## config.mk

```make
export PLATFORM = sky130hd
export DESIGN_NAME = eka_mem_arbiter
export DESIGN_NICKNAME = d
export VERILOG_FILES = /design/src/rtl/eka_mem_arbiter.sv
export SDC_FILE = /design/constraint.sdc
export NUM_CORES = 1
export LEC_CHECK = 0
export ABC_AREA = 0
export CAP_MARGIN = 20
export CELL_PAD_IN_SITES_DETAIL_PLACEMENT = 2
export CELL_PAD_IN_SITES_GLOBAL_PLACEMENT = 2
export CORE_UTILIZATION = 25
export DETAILED_ROUTE_END_ITERATION = 7
export PLACE_DENSITY = 0.78
export SLEW_MARGIN = 20
export SYNTH_ARGS = -nofsm -noshare
export SYNTH_HDL_FRONTEND = slang
export SYNTH_SLANG_ARGS = --single-unit
```

## constraint.sdc

```tcl
create_clock -name clk -period 2.3 [get_ports clk]
set_input_delay 0.23 -clock clk [delete_from_list [all_inputs] [get_ports clk]]
set_output_delay 0.23 -clock clk [all_outputs]
set_load 0.005 [all_outputs]
```

## src/rtl/eka_mem_arbiter.sv

```systemverilog
`default_nettype none
// eka_mem_arbiter: shares one memory port between fetch and load/store, one transaction in flight.
// Revision 1.0
module eka_mem_arbiter #(
  parameter int ADDR_WIDTH   = 32,
  parameter int DATA_FIRST   = 1,
  parameter int STARVE_LIMIT = 4
) (
  input  logic                  clk,
  input  logic                  reset,
  input  logic                  if_req_valid,
  output logic                  if_req_ready,
  input  logic [ADDR_WIDTH-1:0] if_req_addr,
  output logic                  if_rsp_valid,
  output logic [31:0]           if_rsp_data,
  input  logic                  d_req_valid,
  output logic                  d_req_ready,
  input  logic [ADDR_WIDTH-1:0] d_req_addr,
  input  logic                  d_req_wr,
  input  logic [31:0]           d_req_wdata,
  input  logic [3:0]            d_req_be,
  output logic                  d_rsp_valid,
  output logic [31:0]           d_rsp_data,
  output logic                  mem_req_valid,
  input  logic                  mem_req_ready,
  output logic [ADDR_WIDTH-1:0] mem_addr,
  output logic                  mem_wr,
  output logic [31:0]           mem_wdata,
  output logic [3:0]            mem_be,
  input  logic                  mem_rsp_valid,
  input  logic [31:0]           mem_rsp_data
);

  localparam logic [1:0] S_IDLE  = 2'd0;
  localparam logic [1:0] S_REQ   = 2'd1;
  localparam logic [1:0] S_RSP   = 2'd2;
  localparam logic [3:0] C_LIMIT = 4'(STARVE_LIMIT);

  logic [1:0]            state_q, state_d;
  logic                  owner_q, owner_d;
  logic                  last_grant_q, last_grant_d;
  logic [3:0]            starve_q, starve_d;
  logic [ADDR_WIDTH-1:0] addr_q, addr_d;
  logic                  wr_q, wr_d;
  logic [31:0]           wdata_q, wdata_d;
  logic [3:0]            be_q, be_d;
  logic                  if_rsp_valid_q, if_rsp_valid_d;
  logic [31:0]           if_rsp_data_q, if_rsp_data_d;
  logic                  d_rsp_valid_q, d_rsp_valid_d;
  logic [31:0]           d_rsp_data_q, d_rsp_data_d;

  logic gnt_if, gnt_data;
  logic hs_if, hs_data;

  // Arbitration; only takes effect through the readies, which exist only in IDLE.
  always_comb begin
    gnt_if   = 1'b0;
    gnt_data = 1'b0;
    if (if_req_valid && d_req_valid) begin
      if (DATA_FIRST != 0) begin
        gnt_data = (starve_q != C_LIMIT);
      end else begin
        gnt_data = (last_grant_q == 1'b0);
      end
      gnt_if = !gnt_data;
    end else begin
      gnt_if   = if_req_valid;
      gnt_data = d_req_valid;
    end
  end

  assign hs_if   = if_req_valid & if_req_ready;
  assign hs_data = d_req_valid & d_req_ready;

  always_ff @(posedge clk or negedge reset) begin
    if (!reset) begin
      state_q <= S_IDLE;
    end else begin
      state_q <= state_d;
    end
  end

  always_comb begin
    state_d = state_q;
    case (state_q)
      S_IDLE:  if (hs_if || hs_data) state_d = S_REQ;
      S_REQ:   if (mem_req_ready)    state_d = S_RSP;
      S_RSP:   if (mem_rsp_valid)    state_d = S_IDLE;
      default: state_d = S_IDLE;
    endcase
  end

  // Readies are gated by reset so nothing is accepted while it is held.
  always_comb begin
    if_req_ready  = 1'b0;
    d_req_ready   = 1'b0;
    mem_req_valid = 1'b0;
    case (state_q)
      S_IDLE: begin
        if_req_ready = gnt_if & reset;
        d_req_ready  = gnt_data & reset;
      end
      S_REQ:   mem_req_valid = 1'b1;
      default: ;
    endcase
  end

  always_comb begin
    owner_d        = owner_q;
    last_grant_d   = last_grant_q;
    starve_d       = starve_q;
    addr_d         = addr_q;
    wr_d           = wr_q;
    wdata_d        = wdata_q;
    be_d           = be_q;
    if_rsp_valid_d = 1'b0;
    if_rsp_data_d  = if_rsp_data_q;
    d_rsp_valid_d  = 1'b0;
    d_rsp_data_d   = d_rsp_data_q;

    if (hs_if) begin
      owner_d      = 1'b0;
      last_grant_d = 1'b0;
      starve_d     = 4'd0;
      addr_d       = if_req_addr;
      wr_d         = 1'b0;
      wdata_d      = 32'd0;
      be_d         = 4'b1111;
    end else if (hs_data) begin
      owner_d      = 1'b1;
      last_grant_d = 1'b1;
      if (if_req_valid && (starve_q < C_LIMIT)) starve_d = starve_q + 4'd1;
      addr_d       = d_req_addr;
      wr_d         = d_req_wr;
      wdata_d      = d_req_wdata;
      be_d         = d_req_be;
    end

    if ((state_q == S_RSP) && mem_rsp_valid) begin
      if (owner_q) begin
        d_rsp_valid_d = 1'b1;
        d_rsp_data_d  = wr_q ? 32'd0 : mem_rsp_data;
      end else begin
        if_rsp_valid_d = 1'b1;
        if_rsp_data_d  = mem_rsp_data;
      end
    end
  end

  always_ff @(posedge clk or negedge reset) begin
    if (!reset) begin
      owner_q        <= 1'b0;
      last_grant_q   <= 1'b1;
      starve_q       <= 4'd0;
      addr_q         <= '0;
      wr_q           <= 1'b0;
      wdata_q        <= 32'd0;
      be_q           <= 4'd0;
      if_rsp_valid_q <= 1'b0;
      if_rsp_data_q  <= 32'd0;
      d_rsp_valid_q  <= 1'b0;
      d_rsp_data_q   <= 32'd0;
    end else begin
      owner_q        <= owner_d;
      last_grant_q   <= last_grant_d;
      starve_q       <= starve_d;
      addr_q         <= addr_d;
      wr_q           <= wr_d;
      wdata_q        <= wdata_d;
      be_q           <= be_d;
      if_rsp_valid_q <= if_rsp_valid_d;
      if_rsp_data_q  <= if_rsp_data_d;
      d_rsp_valid_q  <= d_rsp_valid_d;
      d_rsp_data_q   <= d_rsp_data_d;
    end
  end

  assign mem_addr     = addr_q;
  assign mem_wr       = wr_q;
  assign mem_wdata    = wdata_q;
  assign mem_be       = be_q;
  assign if_rsp_valid = if_rsp_valid_q;
  assign if_rsp_data  = if_rsp_data_q;
  assign d_rsp_valid  = d_rsp_valid_q;
  assign d_rsp_data   = d_rsp_data_q;

endmodule
`default_nettype wire

```

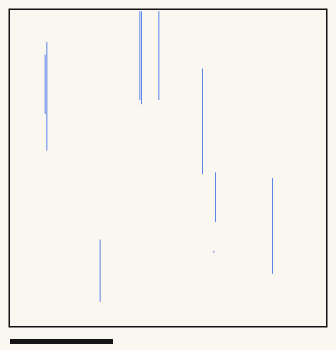
run_1/met4.png
The bar under the picture is 50 um long.
wire length on this layer	363 um
nets with wire on the layer	9

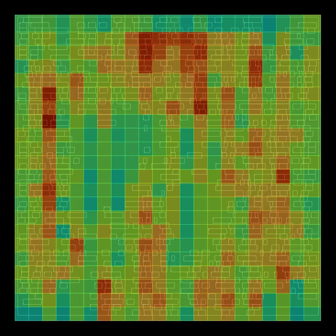
run_1/final_congestion.png
total global routing track utilization: 0.183
global-route layer with the greatest usage: met2

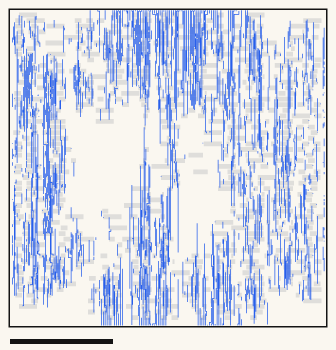
run_1/met2.png
The bar under the picture is 50 um long.
nets with wire on the layer	816
wire length on this layer	10700 um
main direction	vertical

==> run notes, run 1 <==
Flow results.

- The final timing summary puts the cycle share of the worst path at 0.958.
- The number of antenna violations at the first check in global routing was 1.
- The height of the chip is 153 um.
- Summed over all cells, the static leakage comes to about 0.0040 uW.
- Across all layers, the routed design uses 4854 vias.
- Dividing the synthesized area by the synthesized cell count gives 12.9 um^2.
- TritonCTS reports the number of clock sinks as between 100 and 150.
- For this block, the initial DRC count from the detailed router was between 100 and 150.
- The count of pins on the block boundary is 277.
- Setup repair after global routing left no endpoint under its margin.
- On the worst setup and hold paths after CTS, the clock-pin slew comes to roughly 0.070 ns.
- The total power is 11900 uW.
- For this design, Yosys synthesis ends with a cell count of approximately 440.
- The flow ran to the end, and the final reports show no timing, DRC or antenna violations.
- The maximum clock frequency is roughly 0.45 GHz.
- Summing all placed instances gives a cell area of roughly 0.009 mm^2.
- The area growth from synthesis to layout is 64.1%.
- The number of vias per cell after detailed routing is about 4.8.
- Synthesis handed over a netlist of about 440 instances.
- The arrival time of data at the worst endpoint is listed as just under 2 ns.
- Gates resized during post-CTS repair numbered 0.
- The worst-case clock buffer depth is 2.
- On the final layout, the worst clock skew is between 0.015 and 0.02 ns.
- The clock root buffer master is clkbuf_16.
- The main logic family after synthesis is AND-OR/OR-AND gates.
- The ratio of total power to cell area is between 1000 and 1500 mW/mm^2.
- The worst setup path is of the reg -> out kind.
- Entering global routing, the biggest net connects ~67 pins.
- The net switching power is ~3700 uW.
- Of the total power, the clock network draws 0.230.
- Of the total power, registers draw 0.363.
- The final-layout setup total negative slack is 0 ns.
- Counting the buffers created by CTS gives 17.
- The script parses the final routing iteration and logs DRC violations as 0.
- The yosys synthesis warning count is 0.
- The initial utilization of the core area, before any placement, comes to 0.254.
- The worst VDD IR drop from the latest analysis is 0.428 mV.
- The clock period minus final worst setup slack is ~2.2 ns.
- The most critical hold endpoint after final layout shows a slack of roughly 0.018 ns.
- The core region area is ~0.023 mm^2.
- The number of global-route vias before repair was about 5600.
- The area of the mapped netlist is approximately 0.0057 mm^2.
- The worst hold-check path type is in -> async.
- The xor and xnor fraction of the mapped netlist area is 0.
- The total congestion overflow is 0.
- The top cell types in the final layout, fill and taps aside, are 275 x clkdlybuf4s50_1, 142 x dfrtp_1, 37 x o21ai_0, 34 x nand2b_1, 34 x nand2_1.
- The worst-case max-slew headroom was logged as 0.373.
- Per the repair_timing log after CTS, setup buffers inserted total 0.
- The share of the Yosys chip area taken by registers is 0.620.
- The floorplan has 55 rows.
run 1: metal layers:
layer / vias to the layer above / routed length (um) / track usage
met3: 23 / 1470 / 0.0561
li1: 2167 / - / -
met1: 2461 / 8360 / 0.209
met4: 2 / 363 / 0.0552
met2: 201 / 10700 / 0.327
met5: - / 13 / 0
run 1: synthesized netlist by cell type:
cell type / n / area share
nand4b_1: 2 / 0.0031
nand4bb_1: 1 / 0.0020
buf_4: 6 / 0.0079
nand2_1: 34 / 0.022
buf_6: 5 / 0.0098
and3b_1: 1 / 0.0015
nor2b_1: 2 / 0.0022
or3_1: 2 / 0.0022
nor3b_4: 1 / 0.0033
mux2_1: 2 / 0.0039
dfrtp_1: 142 / 0.62
buf_2: 4 / 0.0035
or3b_2: 1 / 0.0015
nand3_2: 1 / 0.0017
a21boi_0: 32 / 0.042
ha_1: 2 / 0.0044
a21oi_1: 2 / 0.0017
nor2_1: 1 / 0.00065
inv_1: 7 / 0.0046
nand2b_1: 34 / 0.037
and2_1: 1 / 0.0011
clkbuf_1: 19 / 0.012
or2_1: 1 / 0.0011
mux2_2: 30 / 0.059
inv_2: 1 / 0.00065
o21ai_0: 37 / 0.032
a41oi_1: 1 / 0.0015
a22o_1: 33 / 0.050
a221o_1: 32 / 0.056
nor3b_2: 1 / 0.0022
o22a_1: 4 / 0.0061
o211a_1: 1 / 0.0017
run 1: sequential cells by signal (all words and copies together), names as in the netlist:
register,count
if_rsp_data,32
mem_addr,32
d_rsp_valid,1
owner_q,1
d_rsp_data,32
mem_wr,1
if_rsp_valid,1
mem_wdata,32
starve_q,4
mem_be,4
state_q,2
run 1: area by class of cell:
cell class / count / area, um^2 / area share
Inverter: 8 / 30.0 / 0.00319
Clock buffer: 17 / 425 / 0.0452
Tap cell: 285 / 357 / 0.0379
Clock inverter: 15 / 151 / 0.0161
Sequential cell: 142 / 3550 / 0.378
Timing Repair Buffer: 294 / 2930 / 0.311
Multi-Input combinational cell: 259 / 1960 / 0.208
run 1: power groups by stage:
| stage | combinational (uW) | sequential [uW] | clock (uW) |
|---|---|---|---|
| floorplan | 1600 | 4330 | 0 |
| global placement | 4660 | 4270 | 0 |
| detailed placement | 4880 | 4370 | 0 |
| CTS | 4920 | 4350 | 2830 |
| global route | 5210 | 4480 | 2910 |
| finish | 4840 | 4330 | 2740 |
run 1: worst paths after layout:
check	from	depth (start not counted)	endpoint	slack, ns
max in group asynchronous	reset	2	mem_addr[22]$_DFFE_PN0P_	1.20
worst min register to register	if_rsp_data[7]$_DFFE_PN0P_	1	if_rsp_data[7]$_DFFE_PN0P_	0.49
worst max-delay path	state_q[0]$_DFFE_PN0P_	4	d_req_ready	0.1
worst min-delay path	reset	2	mem_addr[25]$_DFFE_PN0P_	0.02
worst max register to register	starve_q[0]$_DFFE_PN0P_	6	mem_addr[4]$_DFFE_PN0P_	0.50
min in group clk	reset	4	starve_q[1]$_DFFE_PN0P_	0.33
run 1: worst max-delay path: stages, from the launching register on:
cell             delay (ns)
dfrtp_1                0.45
nor3b_4                0.31
nand3_2                0.17
inv_2                  0.09
clkdlybuf4s50_1        0.53
--- run 2 (diff from run 1) ---
--- a/config.mk
+++ b/config.mk
@@ -11,6 +11,7 @@
 export CELL_PAD_IN_SITES_GLOBAL_PLACEMENT = 2
 export CORE_UTILIZATION = 25
 export DETAILED_ROUTE_END_ITERATION = 7
+export HOLD_SLACK_MARGIN = 0.02
 export PLACE_DENSITY = 0.78
 export SLEW_MARGIN = 20
 export SYNTH_ARGS = -nofsm -noshare
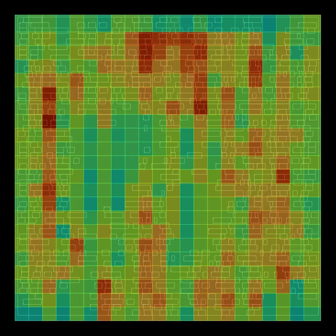
run_2/final_congestion.png
fin util: 0.417
final routed wire length divided by cell count: 20.5 um

==> run notes, run 2 <==
Flow results.

- The total congestion overflow is 0 (unchanged).
- The detailed route wirelength on metal3 came to 1470 um (unchanged).
- The endpoint arrival time on the critical path was 1.97 ns (about the same).
- The all-layer global routing usage is 0.183 (unchanged).
- The number of enable flip-flop cells is 0 (unchanged).
- Clock latency on the worst-skew pair, taken at its later pin, is between 0.4 and 0.5 ns.
- The critical path launch point type is a flop.
- The CTS buffer count came to 17 (unchanged).
- The biggest area consumer among synthesized cells is dfrtp_1.
- The count of standard-cell rows is 55 (unchanged).
- The final-layout setup total negative slack came to 0 ns (unchanged).
- The post-detailed-placement cell area was 0.00881 mm^2 (unchanged).
- Leaving out fill and tap cells, the most frequent cells in the layout are 275 x clkdlybuf4s50_1, 142 x dfrtp_1, 37 x o21ai_0, 34 x nand2b_1, 34 x nand2_1.
- The half-perimeter wire length after detailed placement is 15500 um.
- The H-tree was split into 4 levels.
- The ratio of total power to cell area came to 1270 mW/mm^2 (unchanged).
- The post-detailed-route DRC marker count is 0 (unchanged).
- The core region area is 0.0226 mm^2 (unchanged).
- The maximum clock frequency is 0.454 GHz (unchanged).
- By area the synthesized netlist is led by dfrtp_1 62%, mux2_2 5.9%, a221o_1 5.6%.
- The iteration-0 DRC count of the detailed router came to 133 (unchanged).
- The area growth from synthesis to layout came to 64.1% (unchanged).
- After synthesis the netlist holds a flip-flop and latch count of 142.
- The relative slew slack came to 0.373 (unchanged).
- The die is 153 um wide.
- The share of the synthesized area in the top cell type was 0.620 (unchanged).
- Leaving out filler cells and counting taps, the final layout contains a little over 1000.
- Per the final layout report, the fraction of cells sized above drive strength 1 comes to 0.116.
- The number of hold-slack violations in the final timing report is 0.
- Tracing the worst setup path back leads to its startpoint at state_q[0]$_DFFE_PN0P_.
- In this run the worst hold path is classified as in -> async.
- The maximum fanout along the worst path is 5.
- The area of the mapped netlist is 0.00573 mm^2 (unchanged).
- The clock transition at the register clock pins on the worst setup and hold paths after CTS is 0.07 ns (about the same).
- The final cycle utilization of the critical path is 0.958 (unchanged).
- The detailed router used layers up to and including met5.
- The count of pins on the block boundary was 277 (unchanged).
- The leakage power is 0.00402 uW (unchanged).
- The sequential share of the synthesized area was 0.620 (unchanged).
- The most common logic cell in the final layout is clkdlybuf4s50_1.
- The post-cts gate resize count is 0 (unchanged).
- The routed wire length on met2 came to 10700 um (unchanged).
- The worst-case clock buffer depth is 2 (unchanged).
- Once detail routing completed, the nets flagged for antenna violations numbered 0.
- CTS placed an instance of clkbuf_16 at the clock tree root.
- The number of pins exceeding their max-slew limit in the final report is 0.
- The endpoint of the lowest-slack register-to-register path is mem_addr[4]$_DFFE_PN0P_.
- The count of instantiated cells in the yosys netlist is 443 (unchanged).
- Looking at the gate-level netlist, the highest instance count belongs to dfrtp_1.
- The total power is 11900 uW (unchanged).
- The fraction of synthesis flops using an asynchronous set or reset pin is 1.00 (unchanged).
- The worst clock skew is 0.0167 ns (unchanged).
- Sorting the synthesized cells by how often they occur yields 142 x dfrtp_1, 37 x o21ai_0, 34 x nand2_1, 34 x nand2b_1, 33 x a22o_1.
- By startpoint and endpoint, the worst setup path is classified as reg -> out.
- Including well taps, the total number of placed cells is 986.
- The floorplan core density is 0.254 (unchanged).
- The largest net degree at the start of global routing came to 67 (unchanged).
- The number of vias per cell after detailed routing is 4.76 (unchanged).
- The synthesized instance count is 443 (unchanged).
- The maximum resistive drop on vdd is 0.428 mV (unchanged).
- The worst setup slack for register-to-register paths was 0.50 ns (about the same).
- The average size of a mapped cell is 12.9 um^2 (unchanged).
- The yosys synthesis warning count is 0 (unchanged).
- The clock period minus final worst setup slack came to 2.20 ns (unchanged).
- The number of antenna violations at the first check in global routing came to 1 (unchanged).
- Setup repair after global routing left no endpoint under its margin.
- The vias after detailed routing is 4854 (unchanged).
- Per the timing report, the most critical flop-to-flop path originates at starve_q[0]$_DFFE_PN0P_.
- The height of the chip was 153 um (unchanged).
- The detailed-routing wirelength on met1 is 8360 um (unchanged).
- The transition time of the tightest slew-check pin is roughly 0.94 ns.
- Summed over all layers, the routed wires come to approximately 21000 um.
- The cell area after layout is about 0.0094 mm^2.
- The depth of the most critical reg-to-reg path is 6 (unchanged).
- The flow ran to the end, and the final reports show no timing, DRC or antenna violations.
- Port buffering added about 280 buffers.
- The die area is about 0.024 mm^2.
- The number of global-route vias before repair is 5623 (unchanged).
- The clock sink total is 142 (unchanged).
- Data on the critical path is required at its endpoint by between 2 and 2.5 ns.
- In the synthesized netlist the dominant register cell turns out to be dfrtp_1.
run 2: cell type report:
class	instances	area, um^2
clock buffers	17	425
flip-flops and latches	142	3550
clock inverters	15	151
multi-input cells	259	1960
inverters	8	30.0
fillers	2284	13200
well taps	285	357
repair buffers	294	2930
run 2: worst max path at each step:
stage                                    end  slack, ns  cells after the start
detailed placement    state_q[0]$_DFFE_PN0P_       0.26                      6
floorplan           mem_addr[22]$_DFFE_PN0P_       0.63                      7
global placement      state_q[0]$_DFFE_PN0P_       0.38                      6
finish                           d_req_ready        0.1                      4
CTS                              d_req_ready       0.02                      4
global route                     d_req_ready       0.01                      4
run 2: cells by family (layout without fill, tap and decap cells):
family | after synthesis | count (layout) | share of synthesized area
buffers and inverters | 42 | 334 | 0.0389
and+or+nand+nor | 83 | 83 | 0.0819
AOI/OAI and AO/OA | 142 | 142 | 0.192
muxes | 32 | 32 | 0.0629
DFF | 142 | 142 | 0.620
adders and majority gates | 2 | 2 | 0.00437
run 2: metal layers:
metal	track usage	vias up
met2	0.327	201
met4	0.0552	2
met3	0.0561	23
met1	0.209	2461
met5	0	-
li1	-	2167
run 2: critical path, stage by stage, from the launching register on:
cell             delay [ns]
dfrtp_1                0.45
nor3b_4                0.31
nand3_2                0.17
inv_2                  0.09
clkdlybuf4s50_1        0.53
run 2: metrics by stage:
step | setup slack [ns] | hold slack, ns
after CTS | 0.0189 | 0.0331
after global routing | 0.0101 | 0.0661
after detailed placement | 0.256 | 0.0937
after global placement | 0.382 | 0.0867
final | 0.0975 | 0.0177
after floorplan | 0.635 | -0.0656
run 2: power breakdown:
part	total [uW]	internal (uW)	switching, uW
clock network	2740	1530	1210
logic	4840	3080	1760
registers	4330	3630	698
total	11900	8240	3660
run 2: timing repair:
| action | CTS | global route |
|---|---|---|
| hold endpoints to repair | 19 | 0 |
| setup buffers | 0 | 1 |
| endpoints found under the setup margin | 0 | 1 |
| hold buffers | 1 | 0 |
--- run 3 (diff from run 2) ---
--- a/config.mk
+++ b/config.mk
@@ -9,6 +9,7 @@
 export CAP_MARGIN = 20
 export CELL_PAD_IN_SITES_DETAIL_PLACEMENT = 2
 export CELL_PAD_IN_SITES_GLOBAL_PLACEMENT = 2
+export CORE_MARGIN = 2
 export CORE_UTILIZATION = 25
 export DETAILED_ROUTE_END_ITERATION = 7
 export HOLD_SLACK_MARGIN = 0.02
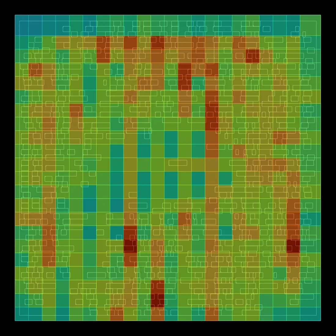
run_3/final_congestion.png
met1 track demand over resource: 0.213
total global routing track utilization: 0.177
met3 capacity usage during global routing: 0.0546
GR met2 Demand/Resource: 0.307

==> run notes, run 3 <==
Flow results.

- The depth of the most critical reg-to-reg path is 5 (-1).
- The half-perimeter wire length after detailed placement is 15000 um (-3.5%).
- The total of flip-flops plus latches after synthesis is 142 (unchanged).
- The CTS buffer count is 17 (unchanged).
- The final-layout setup total negative slack was 0 ns (unchanged).
- The maximum clock frequency is 0.456 GHz (+0.39%).
- The run finished with clean final reports.
- The vias after detailed routing was 4825 (-0.60%).
- The worst setup slack for register-to-register paths came to 0.40 ns (-0.10 ns).
- The yosys synthesis warning count came to 0 (unchanged).
- In this run the layout overhead on the synthesized area is reported as 65.3%.
- The residual antenna-violating net count after detailed routing was 0 (unchanged).
- The average size of a mapped cell is 12.9 um^2 (unchanged).
- The post-detailed-route DRC marker count is 0 (unchanged).
- Setup repair after global routing left no endpoint under its margin.
- Looking at the reg2reg group, the worst path starts from state_q[0]$_DFFE_PN0P_.
- The endpoint of the lowest-slack register-to-register path is mem_wdata[31]$_DFFE_PN0P_.
- Note that the worst hold path type here is in -> reg.
- The most used flip-flop cell after synthesis is dfrtp_1.
- The final cycle utilization of the critical path is 0.954 (-0.00375).
- The critical path launch point type is an input port.
- The number of pins exceeding their max-slew limit in the final report came to 0 (unchanged).
- The average wire per cell in the routed design was 20.8 um (+1.3%).
- The share of the synthesized area in the top cell type is 0.620 (unchanged).
- The count of instantiated cells in the yosys netlist was 443 (unchanged).
- The clock sink total is 142 (unchanged).
- The maximum resistive drop on vdd was 0.376 mV (-12%).
- The height of the chip is 155 um (+1.3%).
- The area of the mapped netlist is 0.00573 mm^2 (unchanged).
- The clock period minus final worst setup slack was 2.19 ns (-0.00863 ns).
- The instance count after placement with tap cells included is 980 (-0.61%).
- The worst clock skew is 0.0161 ns (-0.000656 ns).
- The library cell with the highest instance count after synthesis is dfrtp_1.
- The leakage power is 0.00403 uW (+0.28%).
- The die area is 0.0241 mm^2 (+2.6%).
- The number of buffers inserted by port buffering came to 276 (unchanged).
- The endpoint arrival time on the critical path is 1.96 ns (about the same).
- The number of global-route vias before repair is 5619 (-0.071%).
- The worst setup path endpoint is if_req_ready.
- The most common cell after layout, fill and taps aside is clkdlybuf4s50_1.
- The sequential share of the synthesized area is 0.620 (unchanged).
- After synthesis, the most frequently instantiated cells are 142 x dfrtp_1, 37 x o21ai_0, 34 x nand2_1, 34 x nand2b_1, 33 x a22o_1.
- Sorting the synthesized cells by area gives the leading types as dfrtp_1 62%, mux2_2 5.9%, a221o_1 5.6%.
- The total congestion overflow is 0 (unchanged).
- The number of enable flip-flop cells is 0 (unchanged).
- The iteration-0 DRC count of the detailed router is 131 (-1.5%).
- The number of antenna violations at the first check in global routing is 0 (-1).
- The floorplan core density came to 0.254 (unchanged).
## run 3: netlist changes by cell type in the layout (fill, tap and decap cells not counted), sizes merged
cell / before / now
clkbuf: 17 / 19
bufinv: 1 / 4
inv: 16 / 14
clkinv: 5 / 1
clkinvlp: 1 / 2
buf: 18 / 14
## run 3: critical path, stage by stage
cell,delay (ns)
dlygate4sd3_1,0.59
buf_6,0.13
nor3b_4,0.26
o211a_1,0.22
clkdlybuf4s50_1,0.52
## run 3: layer usage
layer / vias up / wire [um] / global-route usage / part of all wire
met2: 185 / 10800 / 0.307 / 0.51
met1: 2467 / 8690 / 0.213 / 0.41
li1: 2154 / - / - / -
met3: 19 / 1430 / 0.0546 / 0.068
met5: - / 0 / 0 / 0
met4: 0 / 242 / 0.0476 / 0.011
## run 3: where the power goes
part | switching, uW | internal [uW]
Sequential | 704 | 3630
Combinational | 1750 | 3080
Clock | 1160 | 1850
Total | 3610 | 8560
## run 3: how the worst min path moves through the flow
stage,startpoint,end,cells after the start
after detailed placement,reset,if_rsp_data[7]$_DFFE_PN0P_,2
after CTS,mem_rsp_data[4],d_rsp_data[4]$_DFFE_PN0P_,3
after floorplan,reset,d_rsp_data[0]$_DFFE_PN0P_,0
after global placement,reset,if_rsp_data[7]$_DFFE_PN0P_,2
final,mem_rsp_data[4],d_rsp_data[4]$_DFFE_PN0P_,3
after global routing,d_req_wdata[7],mem_wdata[7]$_DFFE_PN0P_,2
## run 3: cells by family after synthesis
| family | after synthesis | share of synthesized area |
|---|---|---|
| simple gates | 83 | 0.0819 |
| mux | 32 | 0.0629 |
| fa+ha+maj | 2 | 0.00437 |
| compound gates | 142 | 0.192 |
| flops | 142 | 0.620 |
| buf+inv | 42 | 0.0389 |
## run 3: repair_timing
action                                  4_1_cts  5_1_grt
endpoints found under the hold margin       119        0
pin swaps                                     0        2
setup buffers                                 0        3
endpoints found under the setup margin        1        3
hold buffers                                  1        0
gates resized                                 1        1
## run 3: area by class of cell
cell class              instances  area [um^2]
clock buffers                  19          433
clock inverters                13          201
fillers                      2274        13100
inverters                       8         30.0
multi-input cells             259         1970
flip-flops and latches        142         3550
well taps                     285          357
repair buffers                290         2930
## run 3: per-stage QoR
step	util	cell area (um^2)	power (uW)	hold slack, ns	setup WS (ns)
after floorplan	-	5730	5930	-0.0656	0.635
after global placement	0.389	8790	8930	0.437	0.377
after detailed placement	0.389	8790	9210	0.448	0.315
after CTS	0.418	9440	12300	0.392	0.00519
after global routing	0.420	9470	12900	0.411	0.00623
final	0.420	9470	12200	0.406	0.106
Power and IR drop assume default switching activity.
